===== config.mk =====
export PLATFORM = sky130hd
export DESIGN_NAME = chan_mux_rr
export DESIGN_NICKNAME = d
export VERILOG_FILES = /design/src/rtl/chan_mux_rr.sv
export SDC_FILE = /design/constraint.sdc
export NUM_CORES = 1
export LEC_CHECK = 0
export ABC_AREA = 1
export CORE_UTILIZATION = 30
export DETAILED_ROUTE_END_ITERATION = 10
export GPL_ROUTABILITY_DRIVEN = 1
export GPL_TIMING_DRIVEN = 0
export PLACE_DENSITY = 0.66
export SLEW_MARGIN = 0
export SYNTH_ARGS = -nofsm -noshare
export SYNTH_HDL_FRONTEND = slang
export SYNTH_SLANG_ARGS = --single-unit

===== constraint.sdc =====
create_clock -name clk -period 2.5 [get_ports clk]
set_input_delay 0.25 -clock clk [delete_from_list [all_inputs] [get_ports clk]]
set_output_delay 0.25 -clock clk [all_outputs]
set_load 0.02 [all_outputs]

===== src/rtl/chan_mux_rr.sv =====
// +-----------------------------------------------------------------------------+
// | Module : chan_mux_rr                                                         |
// | Desc   : N:1 stream mux (direct or round-robin) into a 1-entry output reg.   |
// |          Optional macro CHAN_MUX_PARITY_EN adds registered out_parity.       |
// | Rev    : 1.0 - initial release                                               |
// +-----------------------------------------------------------------------------+
`default_nettype none

module chan_mux_rr #(
  parameter int WIDTH    = 8,
  parameter int CHANNELS = 4,
  parameter int ADDR_W   = 2
) (
  input  logic                       clk,
  input  logic                       reset,
  input  logic                       mode,
  input  logic [ADDR_W-1:0]          address,
  input  logic [CHANNELS*WIDTH-1:0]  in_data,
  input  logic [CHANNELS-1:0]        in_valid,
  output logic [CHANNELS-1:0]        in_ready,
  output logic [WIDTH-1:0]           out_data,
  output logic [ADDR_W-1:0]          out_channel,
  output logic                       out_valid,
  input  logic                       out_ready
`ifdef CHAN_MUX_PARITY_EN
  ,
  output logic                       out_parity
`endif
);

  localparam logic [0:0]        c_st_empty = 1'b0;
  localparam logic [0:0]        c_st_full  = 1'b1;
  localparam int                c_padw     = 2 ** (ADDR_W + 1);
  localparam logic [ADDR_W:0]   c_chan     = (ADDR_W + 1)'(CHANNELS);
  localparam logic [ADDR_W-1:0] c_last     = ADDR_W'(CHANNELS - 1);

  logic [0:0]        r_state;
  logic [0:0]        w_state_nxt;
  logic [ADDR_W-1:0] r_ptr;
  logic [ADDR_W-1:0] w_rr_sel;
  logic [ADDR_W-1:0] w_sel;
  logic              w_rr_hit;
  logic              w_dir_hit;
  logic              w_hit;
  logic              w_can_load;
  logic              w_xfer;
  logic [ADDR_W:0]   w_idx;
  logic [c_padw-1:0] w_valid_pad;
  logic [WIDTH-1:0]  w_data;

  // Padding lets any ADDR_W+1 bit index address the valid vector safely.
  assign w_valid_pad = {{(c_padw - CHANNELS){1'b0}}, in_valid};

  // Scan from the highest offset down so the nearest valid channel to ptr wins.
  always_comb begin
    w_rr_hit = 1'b0;
    w_rr_sel = '0;
    w_idx    = '0;
    for (int i = CHANNELS - 1; i >= 0; i--) begin
      w_idx = {1'b0, r_ptr} + (ADDR_W + 1)'(i);
      if (w_idx >= c_chan) w_idx = w_idx - c_chan;
      if (w_valid_pad[w_idx]) begin
        w_rr_hit = 1'b1;
        w_rr_sel = w_idx[ADDR_W-1:0];
      end
    end
  end

  assign w_dir_hit  = ({1'b0, address} < c_chan);
  assign w_sel      = mode ? w_rr_sel : address;
  assign w_hit      = !reset && (mode ? w_rr_hit : w_dir_hit);
  assign w_can_load = !out_valid || out_ready;
  assign w_xfer     = w_hit && w_can_load && w_valid_pad[{1'b0, w_sel}];

  always_comb begin
    in_ready = '0;
    w_data   = '0;
    for (int k = 0; k < CHANNELS; k++) begin
      if (w_sel == ADDR_W'(k)) begin
        in_ready[k] = w_hit && w_can_load;
        w_data      = in_data[k*WIDTH +: WIDTH];
      end
    end
  end

  // State register
  always_ff @(posedge clk) begin
    if (reset) r_state <= c_st_empty;
    else       r_state <= w_state_nxt;
  end

  // Next-state logic
  always_comb begin
    w_state_nxt = r_state;
    case (r_state)
      c_st_empty: if (w_xfer) w_state_nxt = c_st_full;
      c_st_full:  if (!w_xfer && out_ready) w_state_nxt = c_st_empty;
      default:    w_state_nxt = c_st_empty;
    endcase
  end

  // Output decode
  always_comb begin
    out_valid = (r_state == c_st_full);
  end

  always_ff @(posedge clk) begin
    if (reset) begin
      out_data    <= '0;
      out_channel <= '0;
      r_ptr       <= '0;
    end else if (w_xfer) begin
      out_data    <= w_data;
      out_channel <= w_sel;
      if (mode) r_ptr <= (w_sel == c_last) ? '0 : w_sel + ADDR_W'(1);
    end
  end

`ifdef CHAN_MUX_PARITY_EN
  always_ff @(posedge clk) begin
    if (reset)       out_parity <= 1'b0;
    else if (w_xfer) out_parity <= ^w_data;
  end
`endif

endmodule

`default_nettype wire

Figure 1. The metal 1 layer.
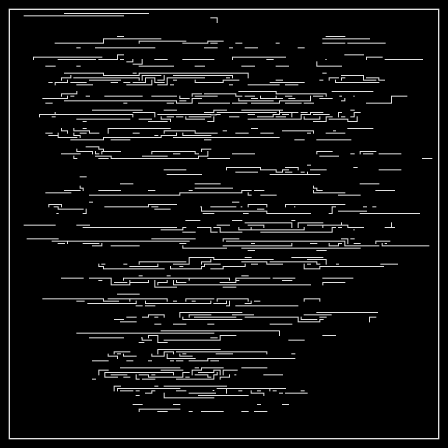
wire length on this layer	1720 µm
main direction	horizontal
nets with wire on the layer	275
total number of vias: 1381
met1 GRT Util: 25.0%
Detailed Route WL: 3460 µm

Figure 2. M2 wires.
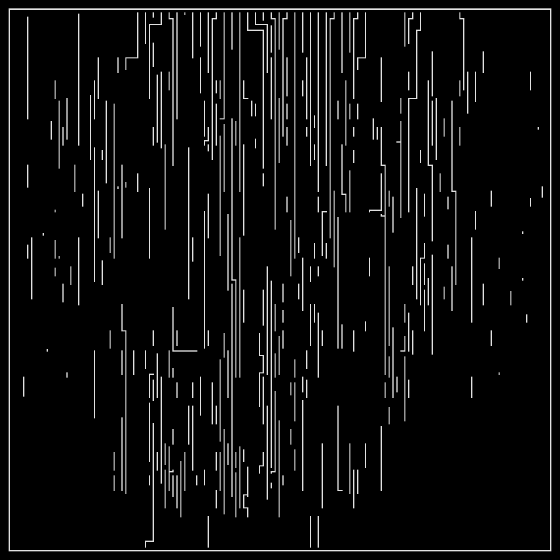
wire length on this layer	1630 µm
main direction	vertical
share of all routed wire	47%
global-route track usage on met2: 28.2%

Figure 3. Metal 3.
The bar under the picture is 20 µm long. Cells faint in the background.
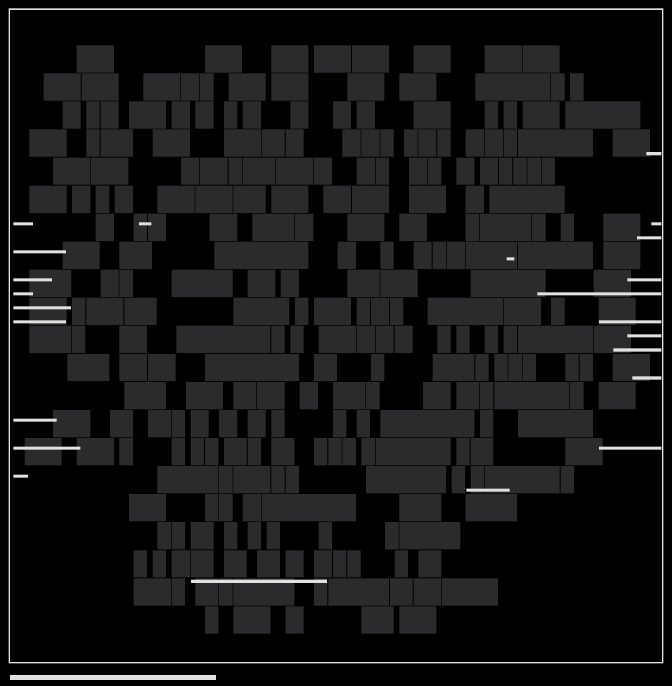
longest straight run	12.9 µm
share of all routed wire	2.6%

==> notes.md <==
Update from the flow run.

The run finished with clean final reports. In this run the remaining antenna-violating nets after routing total 0. The later pin in the worst-skew pair is clocked with a latency of 240 ps.

The data arrival time reported for the critical path is 2170 ps. The die outline width is 63.2 µm. Per the post-CTS timing run, clock transition at the registers of the reported paths is 50 ps. Ranked by instance count, the synthesized netlist is headed by sky130_fd_sc_hd__nand2_1, sky130_fd_sc_hd__nor2_1, sky130_fd_sc_hd__inv_1. In the synthesized netlist the dominant register cell turns out to be sky130_fd_sc_hd__dfxtp_1. The sum of net half-perimeters after detailed placement is 2610 µm. The number of global-route vias before repair is 1176.

The worst-case vdd ir drop is 176 µV. Setup repair after global routing could not meet its margin everywhere. The final timing report lists a hold violation count of 0. The number of logged tool warnings is 30.

The OpenROAD report gives the critical path a required time of 2250 ps. Measured along the y axis, the die boundary spans 63.2 µm. STA classifies the critical path endpoint as an output pin. The routed design could run at a clock period as short as 2420 ps. The register ranked first by flip-flop count is out_data. The register bit total from synthesis is 13. For this run, the total global-route usage over all layers was measured as 17.7%. In the final design database the tool counted 307 nets. The share of post-route cells with drive strength above 1 is 25.9%. The initial antenna violation count came to 0. The final power report lists total power as 0.00104 W. In the post-synthesis netlist, the biggest area contributors are sky130_fd_sc_hd__dfxtp_1, sky130_fd_sc_hd__nand2_1, sky130_fd_sc_hd__nor2_1.

The master of the slowest instance on the critical path is sky130_fd_sc_hd__dfxtp_2. Yosys stat counts 191 cells in the synthesized netlist. The cell with the most instances after synthesis is sky130_fd_sc_hd__nand2_1.

Per the post-run analysis, buffers plus inverters along the critical path come to 6. According to the floorplan report, the placeable core area is 0.00347 mm². The biggest fanout along the worst timing path is 9. The clock drives 13 sinks. The static leakage is 0.875 nW. The placement row count is 21.

Per the synth stats, the proportion of register bits with asynchronous set or reset is 0%. Looking at the clock tree report, the H-tree level count equals 1. At floorplan, the net count of the design was reported as 238. The worst clock skew is 2.00 ps. In this design, the stage delay of the slowest critical-path cell is 320 ps. The master cell of the clock root buffer is sky130_fd_sc_hd__clkbuf_8. STA classifies the critical path startpoint as a register. The flip-flop count of the largest register, all copies and words added is 8.

The top cell type's share of synthesized area is 23.1%. The detailed-route DRC error count is 0. The number of standard cells after synthesis is 191.

In the finished design, the share of the clock period the worst path needs comes to 96.8%. Walking the worst path, the cells encountered are buf_6 -> buf_8 -> o21ai_4 -> nand2_1 -> nand2_2 -> nand2_2 -> nand2_1 -> nand2_1 -> nand3_2 -> nand2_4 -> inv_6 -> ha_4 -> buf_8 -> inv_6 -> nor2_4 -> buf_6. The filler cell count in the final layout is 360.

Across all checked pins, the minimum headroom to the slew limit is 68.2%.
[what timing repair did]
item	CTS	global route
hold endpoints to repair	0	0
pin swaps	7	20
gates resized	41	33
gates cloned	1	1
buffers inserted	7	3
setup endpoints to repair	12	12
[metrics by stage]
step	instances	setup slack, ps	setup TNS, ps	util, %	cell area [µm²]
2_1_floorplan	191	25.3	0	-	1130
3_3_place_gp	293	-871	-6120	50.5	1750
3_5_place_dp	293	-881	-6220	50.5	1750
4_1_cts	301	25.3	0	56.2	1950
5_1_grt	305	-84.9	-458	58.9	2040
6_report	305	79.1	0	58.9	2040
[cell type report]
type	count	area, µm²	area share (%)
multi-input cells	147	871	42.6
repair inverters	1	8.76	0.428
plain buffers	4	42.5	2.08
flip-flops and latches	13	262	12.8
inverters	23	110	5.39
well taps	46	57.6	2.82
clock buffers	4	45.0	2.20
repair buffers	67	648	31.7
[report_power, final]
group	switching (W)	internal, W
Combinational	0.000318	0.000285
Clock	0.0000679	0.000112
Sequential	0.0000157	0.000237
Total	0.000402	0.000634
[path summary, 6_finish.rpt]
kind               start           to  slack [ps]  cells past startpoint
max             r_ptr[0]  in_ready[1]          80                     16
min          out_data[2]  out_data[2]         470                      2
max reg2reg     r_ptr[0]  out_data[0]         130                     18
min reg2reg  out_data[2]  out_data[2]         470                      2
[metal layers]
layer	vias to the layer above	wire, µm	GRT usage, %
met5	-	0	0
met4	0	22	5.97
met3	2	90	1.27
met2	25	1630	28.2
met1	604	1720	25.0
li1	750	-	-
[kinds of logic (layout without fill, tap and decap cells)]
logic type	after synthesis	count (layout)	share of synthesized area, %
AOI/OAI and AO/OA	38	38	18.2
adders and majority gates	5	5	5.56
buffers and inverters	31	99	12.0
DFF	13	13	23.1
and+or+nand+nor	104	104	41.0
Power is estimated from default activity; no workload was simulated.
